==> src/rtl/div_pow2_round_pipe_pkg.sv <==
// Shared definitions for the divide-by-2^SHIFT rounding pipeline.
// Contents: rounding-mode codes and a signed saturation helper.
package div_round_pkg;

  typedef logic [1:0] round_mode_t;

  localparam round_mode_t MODE_TRUNC     = 2'd0;
  localparam round_mode_t MODE_HALF_AWAY = 2'd1;
  localparam round_mode_t MODE_HALF_EVEN = 2'd2;
  localparam round_mode_t MODE_FLOOR     = 2'd3;

  // Clamp a signed value into the range of a signed 'width'-bit number.
  function automatic logic signed [31:0] sat_signed(input logic signed [31:0] value,
                                                    input int unsigned width);
    logic signed [31:0] max_v;
    logic signed [31:0] min_v;
    max_v = (32'sd1 <<< (width - 32'd1)) - 32'sd1;
    min_v = -max_v - 32'sd1;
    if (value > max_v) begin
      return max_v;
    end else if (value < min_v) begin
      return min_v;
    end
    return value;
  endfunction

endpackage

==> src/rtl/div_pow2_round_pipe_if.sv <==
// Streaming bus for the divide/round pipeline.
// Upstream side : in_valid, in_ready, in_data (lanes packed, lane 0 in LSBs), in_mode.
// Downstream side: out_valid, out_ready, out_data (lanes packed, lane 0 in LSBs), out_sat.
interface div_pow2_round_pipe_if #(
  parameter int unsigned CHANNELS  = 2,
  parameter int unsigned IN_WIDTH  = 12,
  parameter int unsigned OUT_WIDTH = 9
);
  import div_round_pkg::*;

  logic                            in_valid;
  logic                            in_ready;
  logic [CHANNELS*IN_WIDTH-1:0]    in_data;
  round_mode_t                     in_mode;
  logic                            out_valid;
  logic                            out_ready;
  logic [CHANNELS*OUT_WIDTH-1:0]   out_data;
  logic [CHANNELS-1:0]             out_sat;

  // Producer/consumer view (drives inputs, receives results).
  modport master (
    output in_valid, in_data, in_mode, out_ready,
    input  in_ready, out_valid, out_data, out_sat
  );

  // Pipeline view.
  modport slave (
    input  in_valid, in_data, in_mode, out_ready,
    output in_ready, out_valid, out_data, out_sat
  );
endinterface

==> src/rtl/div_pow2_round_pipe_lane.sv <==
// One lane of the divide-by-2^SHIFT pipeline: magnitude, round, re-sign, saturate.
// Ports: clk, rst_n, adv (shared pipeline advance), mode_s1 (mode of the beat in stage 1),
//        in_sample (signed input), out_sample (signed result), out_sat (saturation flag).
module div_round_lane
  import div_round_pkg::*;
#(
  parameter int unsigned IN_WIDTH  = 12,
  parameter int unsigned OUT_WIDTH = 9,
  parameter int unsigned SHIFT     = 3
) (
  input  logic                        clk,
  input  logic                        rst_n,
  input  logic                        adv,
  input  round_mode_t                 mode_s1,
  input  logic signed [IN_WIDTH-1:0]  in_sample,
  output logic signed [OUT_WIDTH-1:0] out_sample,
  output logic                        out_sat
);

  // One extra bit so |most-negative| is representable.
  localparam int unsigned MW = IN_WIDTH + 1;

  logic                        sign1_q, sign1_d;
  logic [MW-1:0]               mag1_q, mag1_d;
  logic                        sign2_q, sign2_d;
  logic [MW-1:0]               sum2_q, sum2_d;
  logic signed [OUT_WIDTH-1:0] res3_q, res3_d;
  logic                        sat3_q, sat3_d;

  logic signed [MW-1:0] ext_c;
  logic [MW-1:0]        mag_c;
  logic [MW-1:0]        quot_c;
  logic                 guard_c;
  logic                 sticky_c;
  logic                 inc_c;
  logic signed [MW-1:0] res_c;
  logic signed [31:0]   res_ext_c;
  logic signed [31:0]   clamp_c;

  // Guard/sticky extraction; with no shift there are no discarded bits.
  if (SHIFT == 0) begin : g_noshift
    assign guard_c  = 1'b0;
    assign sticky_c = 1'b0;
  end else begin : g_shift
    localparam logic [MW-1:0] STICKY_MASK = MW'((64'd1 << (SHIFT - 1)) - 64'd1);
    assign guard_c  = mag1_q[SHIFT-1];
    assign sticky_c = |(mag1_q & STICKY_MASK);
  end

  // Datapath next-state; every stage holds while the pipeline is stalled.
  always_comb begin
    sign1_d = sign1_q;
    mag1_d  = mag1_q;
    sign2_d = sign2_q;
    sum2_d  = sum2_q;
    res3_d  = res3_q;
    sat3_d  = sat3_q;

    ext_c  = MW'(in_sample);
    mag_c  = in_sample[IN_WIDTH-1] ? MW'(-ext_c) : MW'(ext_c);
    quot_c = mag1_q >> SHIFT;

    unique case (mode_s1)
      MODE_TRUNC:     inc_c = 1'b0;
      MODE_HALF_AWAY: inc_c = guard_c;
      MODE_HALF_EVEN: inc_c = guard_c & (sticky_c | quot_c[0]);
      MODE_FLOOR:     inc_c = sign1_q & (guard_c | sticky_c);
      default:        inc_c = 1'b0;
    endcase

    // Zero magnitude negates to zero, so no -0 and no spurious saturation.
    res_c     = sign2_q ? -$signed(sum2_q) : $signed(sum2_q);
    res_ext_c = 32'(res_c);
    clamp_c   = sat_signed(res_ext_c, OUT_WIDTH);

    if (adv) begin
      sign1_d = in_sample[IN_WIDTH-1];
      mag1_d  = mag_c;
      sign2_d = sign1_q;
      sum2_d  = quot_c + MW'(inc_c);
      res3_d  = OUT_WIDTH'(clamp_c);
      sat3_d  = (clamp_c != res_ext_c);
    end
  end

  always_ff @(posedge clk or negedge rst_n) begin
    if (!rst_n) begin
      sign1_q <= 1'b0;
      mag1_q  <= '0;
      sign2_q <= 1'b0;
      sum2_q  <= '0;
      res3_q  <= '0;
      sat3_q  <= 1'b0;
    end else begin
      sign1_q <= sign1_d;
      mag1_q  <= mag1_d;
      sign2_q <= sign2_d;
      sum2_q  <= sum2_d;
      res3_q  <= res3_d;
      sat3_q  <= sat3_d;
    end
  end

  assign out_sample = res3_q;
  assign out_sat    = sat3_q;

endmodule

==> src/rtl/div_pow2_round_pipe.sv <==
// Multi-channel signed divide-by-2^SHIFT with per-beat rounding mode and saturation.
// Three-stage pipeline with a single global advance (stall when output is held).
// Ports: clk, rst_n (async active-low), bus (slave side of div_pow2_round_pipe_if).
module div_pow2_round_pipe
  import div_round_pkg::*;
#(
  parameter int unsigned IN_WIDTH  = 12,
  parameter int unsigned OUT_WIDTH = 9,
  parameter int unsigned SHIFT     = 3,
  parameter int unsigned CHANNELS  = 2
) (
  input logic                 clk,
  input logic                 rst_n,
  div_pow2_round_pipe_if.slave bus
);

  localparam int unsigned STAGES = 3;

  logic [STAGES-1:0]           vld_q, vld_d;
  round_mode_t                 mode1_q, mode1_d;
  logic                        advance_c;
  logic [CHANNELS*OUT_WIDTH-1:0] out_data_w;
  logic [CHANNELS-1:0]         out_sat_w;

  // Valid shift register and the mode that travels with the stage-1 beat.
  always_comb begin
    vld_d     = vld_q;
    mode1_d   = mode1_q;
    advance_c = !vld_q[STAGES-1] || bus.out_ready;
    if (advance_c) begin
      vld_d   = {vld_q[STAGES-2:0], bus.in_valid};
      mode1_d = bus.in_mode;
    end
  end

  always_ff @(posedge clk or negedge rst_n) begin
    if (!rst_n) begin
      vld_q   <= '0;
      mode1_q <= MODE_TRUNC;
    end else begin
      vld_q   <= vld_d;
      mode1_q <= mode1_d;
    end
  end

  for (genvar ch = 0; ch < CHANNELS; ch++) begin : g_lane
    div_round_lane #(
      .IN_WIDTH  (IN_WIDTH),
      .OUT_WIDTH (OUT_WIDTH),
      .SHIFT     (SHIFT)
    ) u_lane (
      .clk        (clk),
      .rst_n      (rst_n),
      .adv        (advance_c),
      .mode_s1    (mode1_q),
      .in_sample  (bus.in_data[ch*IN_WIDTH +: IN_WIDTH]),
      .out_sample (out_data_w[ch*OUT_WIDTH +: OUT_WIDTH]),
      .out_sat    (out_sat_w[ch])
    );
  end

  assign bus.in_ready  = advance_c;
  assign bus.out_valid = vld_q[STAGES-1];
  assign bus.out_data  = out_data_w;
  assign bus.out_sat   = out_sat_w;

endmodule

==> src/flat_wrapper.sv <==
// flat-port wrapper written by rule: the top's interface ports become plain ports
module div_pow2_round_pipe_flat import div_round_pkg::*;
#(
  parameter int unsigned IN_WIDTH  = 12,
  parameter int unsigned OUT_WIDTH = 9,
  parameter int unsigned SHIFT     = 3,
  parameter int unsigned CHANNELS  = 2
)
  (clk, rst_n, bus_in_valid, bus_in_data, bus_in_mode, bus_out_ready, bus_in_ready, bus_out_valid, bus_out_data, bus_out_sat);
  div_pow2_round_pipe_if #(.CHANNELS(CHANNELS), .IN_WIDTH(IN_WIDTH), .OUT_WIDTH(OUT_WIDTH)) bus_i ();
  input logic clk;
  input logic rst_n;
  input wire logic [$bits(bus_i.in_valid)-1:0] bus_in_valid;
  input wire logic [$bits(bus_i.in_data)-1:0] bus_in_data;
  input wire logic [$bits(bus_i.in_mode)-1:0] bus_in_mode;
  input wire logic [$bits(bus_i.out_ready)-1:0] bus_out_ready;
  output wire logic [$bits(bus_i.in_ready)-1:0] bus_in_ready;
  output wire logic [$bits(bus_i.out_valid)-1:0] bus_out_valid;
  output wire logic [$bits(bus_i.out_data)-1:0] bus_out_data;
  output wire logic [$bits(bus_i.out_sat)-1:0] bus_out_sat;
  assign bus_i.in_valid = bus_in_valid;
  assign bus_i.in_data = bus_in_data;
  assign bus_i.in_mode = bus_in_mode;
  assign bus_i.out_ready = bus_out_ready;
  assign bus_in_ready = bus_i.in_ready;
  assign bus_out_valid = bus_i.out_valid;
  assign bus_out_data = bus_i.out_data;
  assign bus_out_sat = bus_i.out_sat;
  div_pow2_round_pipe #(.IN_WIDTH(IN_WIDTH), .OUT_WIDTH(OUT_WIDTH), .SHIFT(SHIFT), .CHANNELS(CHANNELS)) u_core (.clk(clk), .rst_n(rst_n), .bus(bus_i));
endmodule
==> config.mk <==
export PLATFORM = sky130hd
export DESIGN_NAME = div_pow2_round_pipe_flat
export DESIGN_NICKNAME = d
export VERILOG_FILES = /design/src/rtl/div_pow2_round_pipe_pkg.sv /design/src/rtl/div_pow2_round_pipe_if.sv /design/src/rtl/div_pow2_round_pipe_lane.sv /design/src/rtl/div_pow2_round_pipe.sv /design/src/flat_wrapper.sv
export SDC_FILE = /design/constraint.sdc
export NUM_CORES = 1
export LEC_CHECK = 0
export ABC_AREA = 1
export CAP_MARGIN = 20
export CORE_UTILIZATION = 45
export CTS_CLUSTER_DIAMETER = 200
export CTS_CLUSTER_SIZE = 8
export DETAILED_ROUTE_END_ITERATION = 16
export PLACE_DENSITY = 0.66
export SYNTH_ARGS = -nofsm -noshare
export SYNTH_HDL_FRONTEND = slang
export SYNTH_SLANG_ARGS = --single-unit
==> constraint.sdc <==
create_clock -name clk -period 3.4 [get_ports clk]
set_input_delay 0.68 -clock clk [delete_from_list [all_inputs] [get_ports clk]]
set_output_delay 0.68 -clock clk [all_outputs]
set_load 0.03 [all_outputs]
Run 1, track usage over the die:
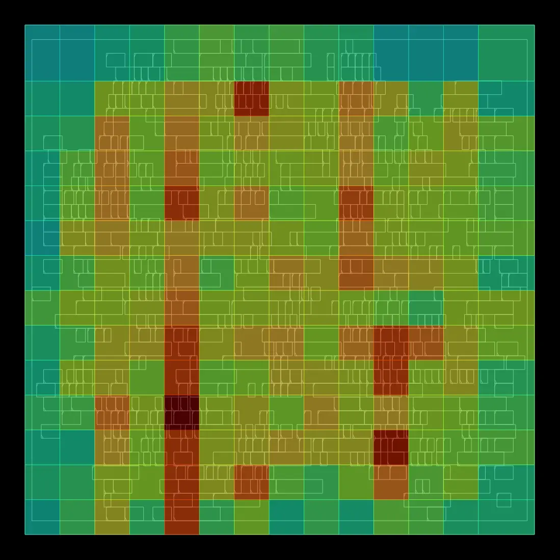
DR WL/cell: 11.2 um
M2 GR Usage: 29.4%
Final Core Density: 55.4%

Run 1, metal layers overlaid:
Drawn at 4 px/um. Two of the layers only.
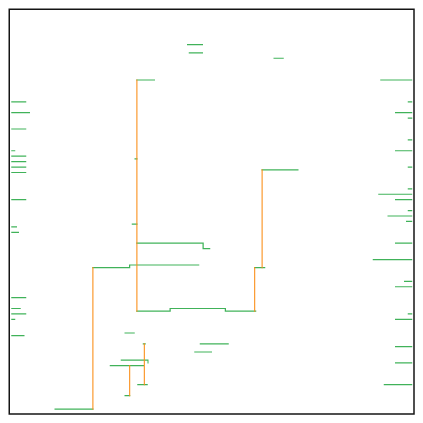
| colour | layer | wire length |
|---|---|---|
| green | met3 | 270 um |
| orange | met4 | 146 um |

Run 1, register map, names as in the netlist:
Drawn at 4 px/um. Other sequential cells in the stronger grey, the rest of the logic in the fainter grey.
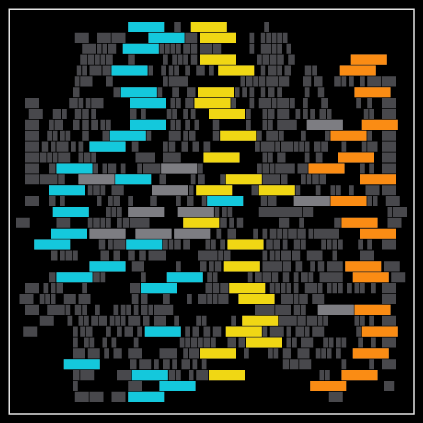
| colour | signal | flops |
|---|---|---|
| cyan | u_core.g_lane.u_lane.mag1_q | 26 |
| yellow | u_core.g_lane.u_lane.sum2_q | 22 |
| orange | u_core.g_lane.u_lane.out_sample | 18 |
not coloured: 11

Run 1, signal wires on met1:
Drawn at 6 px/um. Supply wires on this layer in grey. Cells faint in the background.
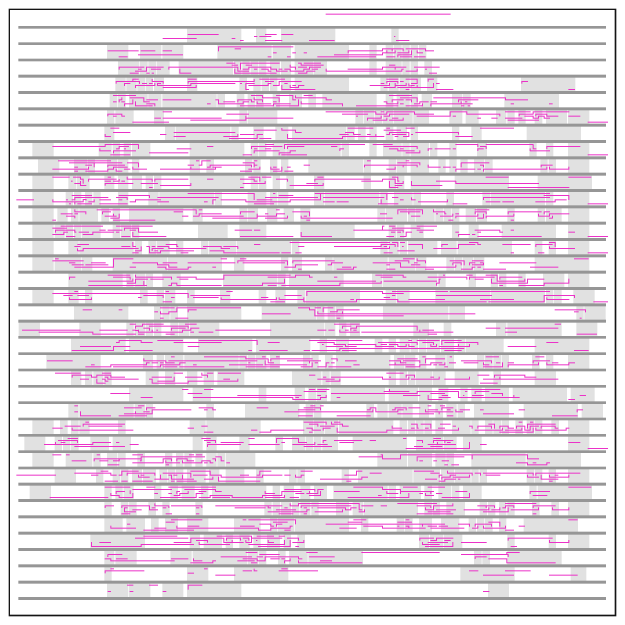
main direction: horizontal
wire length on this layer: 4,350 um
longest straight run: 39.1 um
share of all routed wire: 51%
nets with wire on the layer: 606
Post-Route WL: 8500 um
Vias: 3,699

==> results.ini, run 1 <==
[final_timing]
setup_viol=0
rsz0062_at_grt=false
fmax_mhz=457
period_used_pct=64.4
whs_ns=0.434
worst_slack_ns=1.21
finalCriticalPeriod_ns=2.19

[route]
dr.pass1.iters=4
drtIter0Drc=159
viasPerCell=4.86
antenna_left=0

[critical_path]
r2r_setup_slack_ns=1.21
crit_required_ns=3.61
path_depth=12
crit_buf_inv=0
r2r-end=u_core.g_lane[1].u_lane.sum2_q[8]
ff2ff_path_depth=12
slowest_stage=dfrtp_1

[cells_and_area]
final_layout_size_suffix_gt1_share_pct=6.96
final_cell_mix=nand2_1 (166), dfrtp_1 (77), inv_1 (69), o21ai_0 (55), nor2_1 (51)
final_common_cell=nand2_1
diodes=0
largest_reg_flops=26
area_delta_synth_final_pct=17.6

[job]
drv_cap=0
log.warning_count=26

[floorplan]
rows=35
die_w_um=101
core_area_sq_mm=0.00933

[grt]
grt-ovfl-total=0
groute.usage.overall_pct=18.1
grt_pass1_wl_um=14800
grt_max_degree=78

[power_and_ir_drop]
total_power_mw=3.94
ir_worst_vdd_mv=0.355

[logic_synthesis]
simple_gate_share_pct=28.2
yosysCellCount=584
ys_area_sq_mm=0.00439
yosys.area_share.adder_pct=2.28
synth_area_sq_mm=0.00439
synthDistinctLibCells=41
synthCells=584

[place]
dpl.hpwl_um=6060
io_buffer_count=51
preCtsSetupSlack_ns=1.05
gp_congestion=0.807

[cts]
cts_buffers=9
post_cts_buffers=0
cts_resized=0

[outcome]
status=complete, no violations

[min_path]
holdCritPathClass=in -> async

run 1: synth_stat cells, drive strengths merged:
cell type	n	area share, %
a21oi	13	1.7
a22o	1	0.20
a31oi	3	0.43
and2	1	0.14
buf	14	1.8
clkbuf	7	0.60
dfrtp	77	44
ha	8	2.3
inv	70	6.0
nand2	176	16
nand3	38	4.7
nand3b	2	0.34
nand4	3	0.43
nor2	57	5.4
nor3	8	1.0
o211ai	1	0.17
o21ai	58	6.8
o21bai	1	0.17
o221ai	1	0.20
o22ai	13	1.9
o311ai	1	0.20
o31ai	2	0.34
o32ai	2	0.40
or2	2	0.28
or3	1	0.14
xnor2	4	0.80
xor2	20	4.0
run 1: layout make-up:
type | count | area [sq um] | share of cell area [%]
multi-input combinational | 416 | 2100 | 40.7
sequential | 77 | 1930 | 37.3
clock buffer | 10 | 128 | 2.47
tap | 129 | 161 | 3.12
inverter | 70 | 263 | 5.08
timing repair buffer | 53 | 520 | 10.1
clock inverter | 6 | 63.8 | 1.23
run 1: metrics by stage:
stage               utilization, %  area [sq um]  instances
floorplan                        -          4390        584
global placement              53.3          4980        745
detailed placement            53.3          4980        745
CTS                           55.4          5170        761
global route                  55.4          5170        761
finish                        55.4          5170        761
run 1: metal layers:
| metal | vias to the layer above | global-route usage (%) | part of all wire [%] |
|---|---|---|---|
| met5 | - | 0 | 0 |
| met4 | 0 | 7.47 | 1.7 |
| met3 | 15 | 2.64 | 3.2 |
| met2 | 69 | 29.4 | 44 |
| met1 | 1655 | 24.4 | 51 |
| li1 | 1960 | - | - |
run 1: where the power goes:
part / switching (mW) / internal [mW] / total [mW]
clock network: 0.348 / 0.338 / 0.686
logic: 1.11 / 0.685 / 1.79
registers: 0.240 / 1.23 / 1.47
total: 1.69 / 2.25 / 3.94
==> run 2: changes to the inputs <==
==> constraint.sdc (replaced) <==
create_clock -name clk -period 2.1 [get_ports clk]
set_input_delay 0.42 -clock clk [delete_from_list [all_inputs] [get_ports clk]]
set_output_delay 0.42 -clock clk [all_outputs]
set_load 0.03 [all_outputs]
Run 2, signal wires on met1:
Drawn at 6 px/um. Supply wires on this layer in grey. Cells faint in the background.
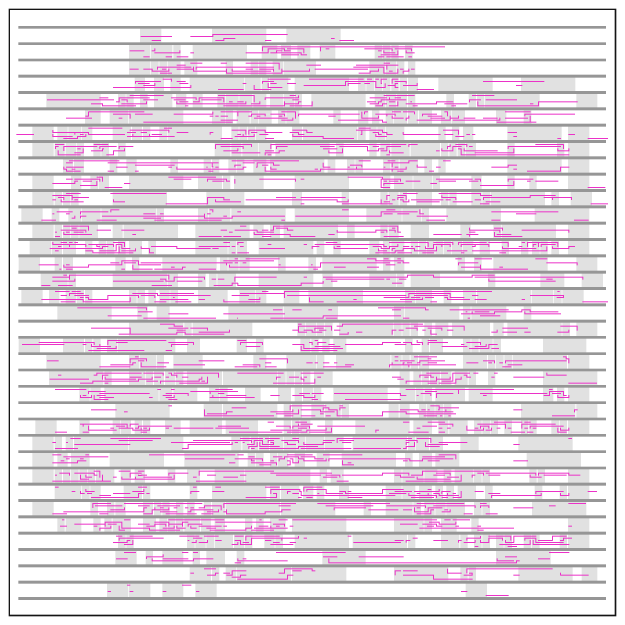
main direction: horizontal
longest straight run: 34.5 um
share of all routed wire: 50%

==> run 2 against run 1 <==
Compared with the run above: wire length grew 5.9%; largest power group unchanged; highest routed layer unchanged; design area is 4.9% higher; die size unchanged; global-route usage grew 0.67 points; the run now ends with hold timing left.
==> results.ini, run 2 <==
[outcome]
status=finished with violations
violations=hold timing

[route]
dr.pass1.iters=4  ; unchanged
drtIter0Drc=145  ; -8.8%
antenna_left=0  ; unchanged
wl_per_cell_um=11.6  ; +4.3%
viasPerCell=4.89  ; +0.55%

[grt]
groute.usage.overall_pct=18.8  ; +0.67 points
grt-ovfl-total=0  ; unchanged
grt_max_degree=78  ; unchanged
grt_pass1_wl_um=15200  ; +2.8%

[cells_and_area]
final_layout_size_suffix_gt1_share_pct=13.4  ; +6.4 points
fin_area_sq_mm=0.00542  ; +4.9%
fin_util_pct=58.1  ; +2.7 points
layout.nets=678
area_delta_synth_final_pct=23.4
diodes=0  ; unchanged
final_cell_mix=nand2_1 (161), dfrtp_1 (76), inv_1 (67), o21ai_0 (54), clkdlybuf4s50_1 (49)
fin_cells=773  ; +1.6%
largest_reg_flops=26  ; unchanged
final_common_cell=nand2_1
fill_cells=895

[power_and_ir_drop]
p_clk_mw=1.09  ; +59%
intPower_mw=3.74  ; +66%
power_frac_comb_pct=46.8  ; +1.4 points
total_power_mw=6.60  ; +67%
powerComb_mw=3.09  ; +73%
p_sw_mw=2.85  ; +69%
seq_power_share_pct=36.6  ; -0.6 points
p_per_area_mw_per_mm2=1220
pwr-share-clk_pct=16.6  ; -0.8 points
ir_worst_vdd_mv=0.570  ; +60%
p_sw_share_pct=43.3  ; +0.34 points
p_seq_mw=2.41  ; +64%
power_leader=combinational logic

[cts]
cts_buffers=9  ; unchanged
clock_path_buffers=2
clk_pin_slew_ns=0.08
hold_buffers=0
h-tree-depth=3

[final_timing]
whs_ns=-0.00172  ; -0.436 ns
fmax_mhz=482  ; +5.4%
period_used_pct=98.9  ; +34 points
worst_slack_ns=0.0238  ; -1.19 ns
finalCriticalPeriod_ns=2.08  ; -0.113 ns
setup_viol=0  ; unchanged
rsz0062_at_grt=true
hold_viol=2

[logic_synthesis]
top_cell_area_share_pct=43.9  ; unchanged
syn_avg_cell_area_sq_um=7.52
synthTopCellsByCount=nand2_1 (166), dfrtp_1 (77), inv_1 (69), o21ai_0 (55), nor2_1 (52)
yosysCellCount=584  ; unchanged
synth_area_sq_mm=0.00439  ; unchanged
flop_cell=dfrtp_1
ys_area_sq_mm=0.00439  ; unchanged
synthCells=584  ; unchanged
edf_count=0  ; unchanged
area_leaders=dfrtp_1 (44%), nand2_1 (14%), o21ai_0 (6.3%)
most_common_cell=nand2_1
synthDistinctLibCells=41  ; unchanged
synth_top_cell_by_area=dfrtp_1
async_reset_ff_share_pct=100  ; unchanged

[critical_path]
crit_buf_inv=0  ; unchanged
r2r-end=u_core.g_lane[1].u_lane.sum2_q[8]
crit_required_ns=2.34  ; -1.27 ns
ff2ff_path_depth=10  ; -2
slowest_stage=dfrtp_1
r2r_setup_slack_ns=0.02  ; -1.19 ns

[job]
drv_cap=0  ; unchanged
log.warning_count=27  ; +3.8%

[floorplan]
core_area_sq_mm=0.00933  ; unchanged
die_w_um=101  ; unchanged
io-pin-count=52
rows=35  ; unchanged

[place]
io_buffer_count=51  ; unchanged
placed_area_sq_mm=0.00508  ; +2.0%
preCtsSetupSlack_ns=0.0250  ; -1.03 ns
dp.cells=755  ; +1.3%
dpl.hpwl_um=6510  ; +7.5%
gp_congestion=0.927  ; +15%

[min_path]
holdCritPathClass=in -> async

Run 2, metal 4:
Drawn at 4 px/um. Supply wires on this layer in grey.
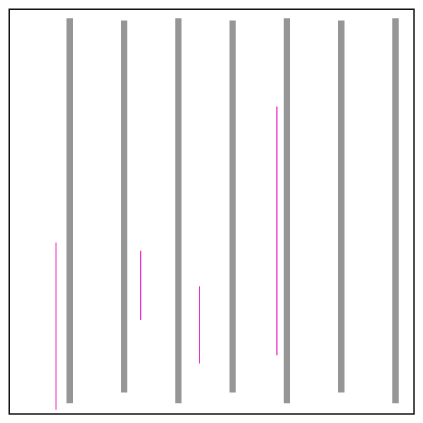
wire length on this layer: 139 um
nets with wire on the layer: 3
main direction: vertical
Post-Route WL: 9000 um
Vias: 3,778

-- run 2: cell counts after synthesis --
Identical to the previous run, type by type.
-- run 2: cell families after synthesis --
logic type                 after synthesis  share of synthesized area (%)
and+or+nand+nor                        288                           28.2
AOI/OAI and AO/OA                       96                           12.5
buffers and inverters                   91                           8.40
DFF                                     77                           43.9
xor gates and xnor gates                24                           4.78
adders and majority gates                8                           2.28
-- run 2: how the worst max path moves through the flow --
stage                                 startpoint                           endpoint  cells past startpoint
6_report                       u_core.mode1_q[1]  u_core.g_lane[1].u_lane.sum2_q[8]                     10
2_1_floorplan  u_core.g_lane[1].u_lane.mag1_q[3]  u_core.g_lane[1].u_lane.sum2_q[8]                     12
3_3_place_gp   u_core.g_lane[1].u_lane.mag1_q[3]  u_core.g_lane[1].u_lane.sum2_q[8]                     12
4_1_cts        u_core.g_lane[1].u_lane.mag1_q[3]  u_core.g_lane[1].u_lane.sum2_q[8]                     12
3_5_place_dp   u_core.g_lane[1].u_lane.mag1_q[3]  u_core.g_lane[1].u_lane.sum2_q[8]                     12
5_1_grt                        u_core.mode1_q[1]  u_core.g_lane[1].u_lane.sum2_q[8]                     11
-- run 2: layer usage --
metal	track usage, %	part of all wire (%)	vias up
met5	0	0	-
met4	8.36	1.5	0
met3	2.91	3.2	12
met2	30.2	46	81
met1	25.2	50	1698
li1	-	-	1987
-- run 2: final cells by class --
cell class	instances	area, sq um	share of cell area (%)
multi-input cells	416	2240	41.3
flip-flops and latches	77	1930	35.6
repair buffers	66	643	11.9
well taps	129	161	2.98
inverters	70	263	4.85
clock buffers	9	124	2.29
clock inverters	6	63.8	1.18
-- run 2: timing repair --
action | CTS | global route
resized | 0 | 37
hold endpoints to repair | 0 | 0
setup endpoints to repair | 0 | 17
setup buffers | 0 | 3
==> run 3: changes to the inputs <==
--- a/config.mk
+++ b/config.mk
@@ -11,7 +11,7 @@
 export CTS_CLUSTER_DIAMETER = 200
 export CTS_CLUSTER_SIZE = 8
 export DETAILED_ROUTE_END_ITERATION = 16
-export PLACE_DENSITY = 0.66
+export PLACE_DENSITY = 0.65
 export SYNTH_ARGS = -nofsm -noshare
 export SYNTH_HDL_FRONTEND = slang
 export SYNTH_SLANG_ARGS = --single-unit
Run 3, signal wires on met1:
Drawn at 6 px/um. Supply wires on this layer in grey. Cells faint in the background.
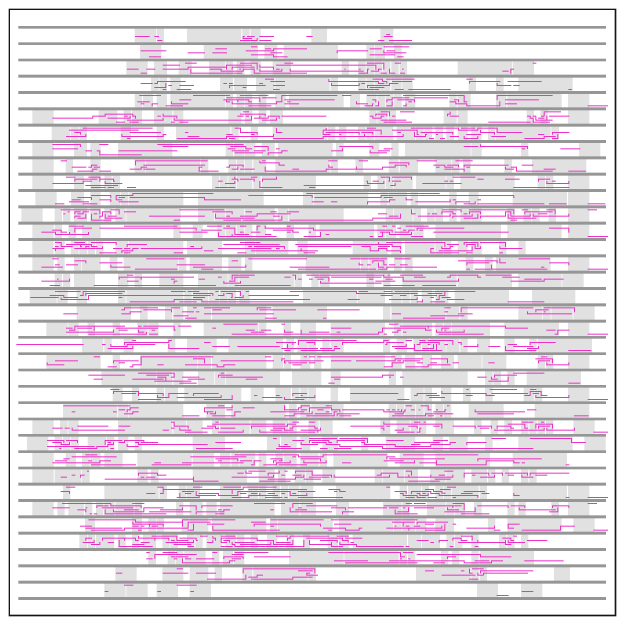
share of all routed wire: 50%
nets with wire on the layer: 622
longest straight run: 25.1 um
wire length on this layer: 4,590 um

==> run 3 against run 2 <==
Compared with the run above: the run now ends clean; design area rose by 1.3%; non-clock buffer count is 4 higher; global-route usage increased by 0.24 points; die size did not move; power grew 5.1%; wire length grew 2.3%; flip-flop count is the same; clock power up 29%; via count increased by 1.1%; register-to-register slack improved by 0.02 ns; maximum frequency increased by 0.85%; critical endpoint is now u_core.g_lane[1].u_lane.sum2_q[9]; largest power group unchanged; highest routed layer unchanged.
==> results.ini, run 3 <==
[cts]
clk_pin_slew_ns=0.08  ; about the same
cts_resized=2  ; +2
clock_path_buffers=2  ; unchanged
cts_buffers=9  ; unchanged
hold_buffers=0  ; unchanged

[cells_and_area]
layout.nets=682  ; +0.59%
area_delta_synth_final_pct=24.9
fill_cells=897  ; +0.22%
fin_area_sq_mm=0.00549  ; +1.3%
fin_util_pct=58.8  ; +0.74 points
diodes=0  ; unchanged
final_common_cell=nand2_1

[job]
drv_cap=0  ; unchanged

[grt]
grt-ovfl-total=0  ; unchanged
use_met3_pct=2.36  ; -0.55 points
grt_max_degree=78  ; unchanged
groute.usage.overall_pct=19.0  ; +0.24 points
grt_pass1_wl_um=15600  ; +2.6%
grt_use_met2_pct=31.1  ; +0.95 points

[outcome]
status=complete, no violations

[floorplan]
core_area_sq_mm=0.00933  ; unchanged
die_w_um=101  ; unchanged
rows=35  ; unchanged

[final_timing]
finalCriticalPeriod_ns=2.06  ; -0.0176 ns
rsz0062_at_grt=true
whs_ns=0.0554  ; +0.0571 ns
period_used_pct=98.0  ; -0.84 points
setup_viol=0  ; unchanged

[logic_synthesis]
synth_area_sq_mm=0.00439  ; unchanged
edf_count=0  ; unchanged
most_common_cell=nand2_1
flop_cell=dfrtp_1
yosysCellCount=584  ; unchanged
area_leaders=dfrtp_1 (44%), nand2_1 (14%), o21ai_0 (6.3%)

[power_and_ir_drop]
total_power_mw=6.93  ; +5.1%

[route]
wl_per_cell_um=11.9  ; +1.9%
drtIter0Drc=135  ; -6.9%
wl_met1_um=4590  ; +2.8%

[min_path]
holdCritPathClass=in -> async

Run 3, metal 4:
Drawn at 4 px/um. Supply wires on this layer in grey.
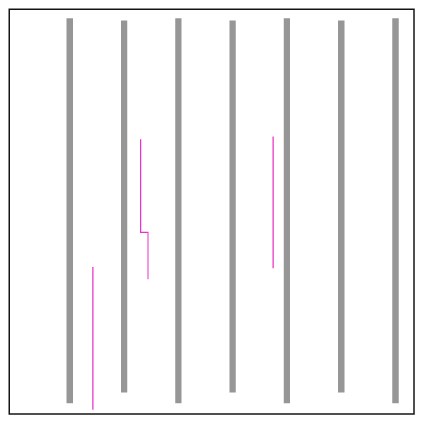
nets with wire on the layer: 2
longest straight run: 35.4 um
Post-Route WL: 9210 um
Vias: 3,821

## run 3: cell counts after synthesis
Identical to the previous run, type by type.
## run 3: cell type report
type                       instances  area [sq um]  area share (%)
multi-input combinational        416          2210            40.3
sequential                        77          1930            35.2
timing repair buffer              70           673            12.3
inverter                          70           263            4.79
tap                              129           161            2.94
clock inverter                     5           125            2.28
clock buffer                       9           124            2.26
## run 3: report_power, final
part | switching, mW | internal, mW | total, mW
Sequential | 0.419 | 1.99 | 2.41
Clock | 0.515 | 0.895 | 1.41
Combinational | 1.89 | 1.23 | 3.11
## run 3: worst paths after layout
| path | start | end | slack [ns] |
|---|---|---|---|
| worst max-delay path | u_core.mode1_q[1] | u_core.g_lane[1].u_lane.sum2_q[9] | 0.04 |
| worst min register to register | u_core.vld_q[1] | u_core.vld_q[2] | 0.48 |
| min in group clk | u_core.vld_q[1] | u_core.vld_q[2] | 0.48 |
| worst min-delay path | rst_n | u_core.g_lane[1].u_lane.out_sample[5] | 0.06 |
| max in group asynchronous | rst_n | u_core.g_lane[0].u_lane.mag1_q[6] | 1.47 |
| worst max register to register | u_core.mode1_q[1] | u_core.g_lane[1].u_lane.sum2_q[9] | 0.04 |
## run 3: cells by family (layout without fill, tap and decap cells)
logic type | after synthesis | count (layout) | synth area share, %
flip-flops | 77 | 77 | 43.9
AND-OR/OR-AND | 96 | 96 | 12.5
XOR/XNOR | 24 | 24 | 4.78
AND/OR/NAND/NOR | 288 | 288 | 28.2
adder cells (fa/ha/maj) | 8 | 8 | 2.28
buffers and inverters | 91 | 154 | 8.40
## run 3: stage by stage
step	setup slack (ns)	instances
3_3_place_gp	0.0466	753
2_1_floorplan	0.150	584
4_1_cts	0.0330	767
6_report	0.0414	776
3_5_place_dp	-0.00615	753
5_1_grt	-0.173	776
Power and IR drop assume default switching activity.
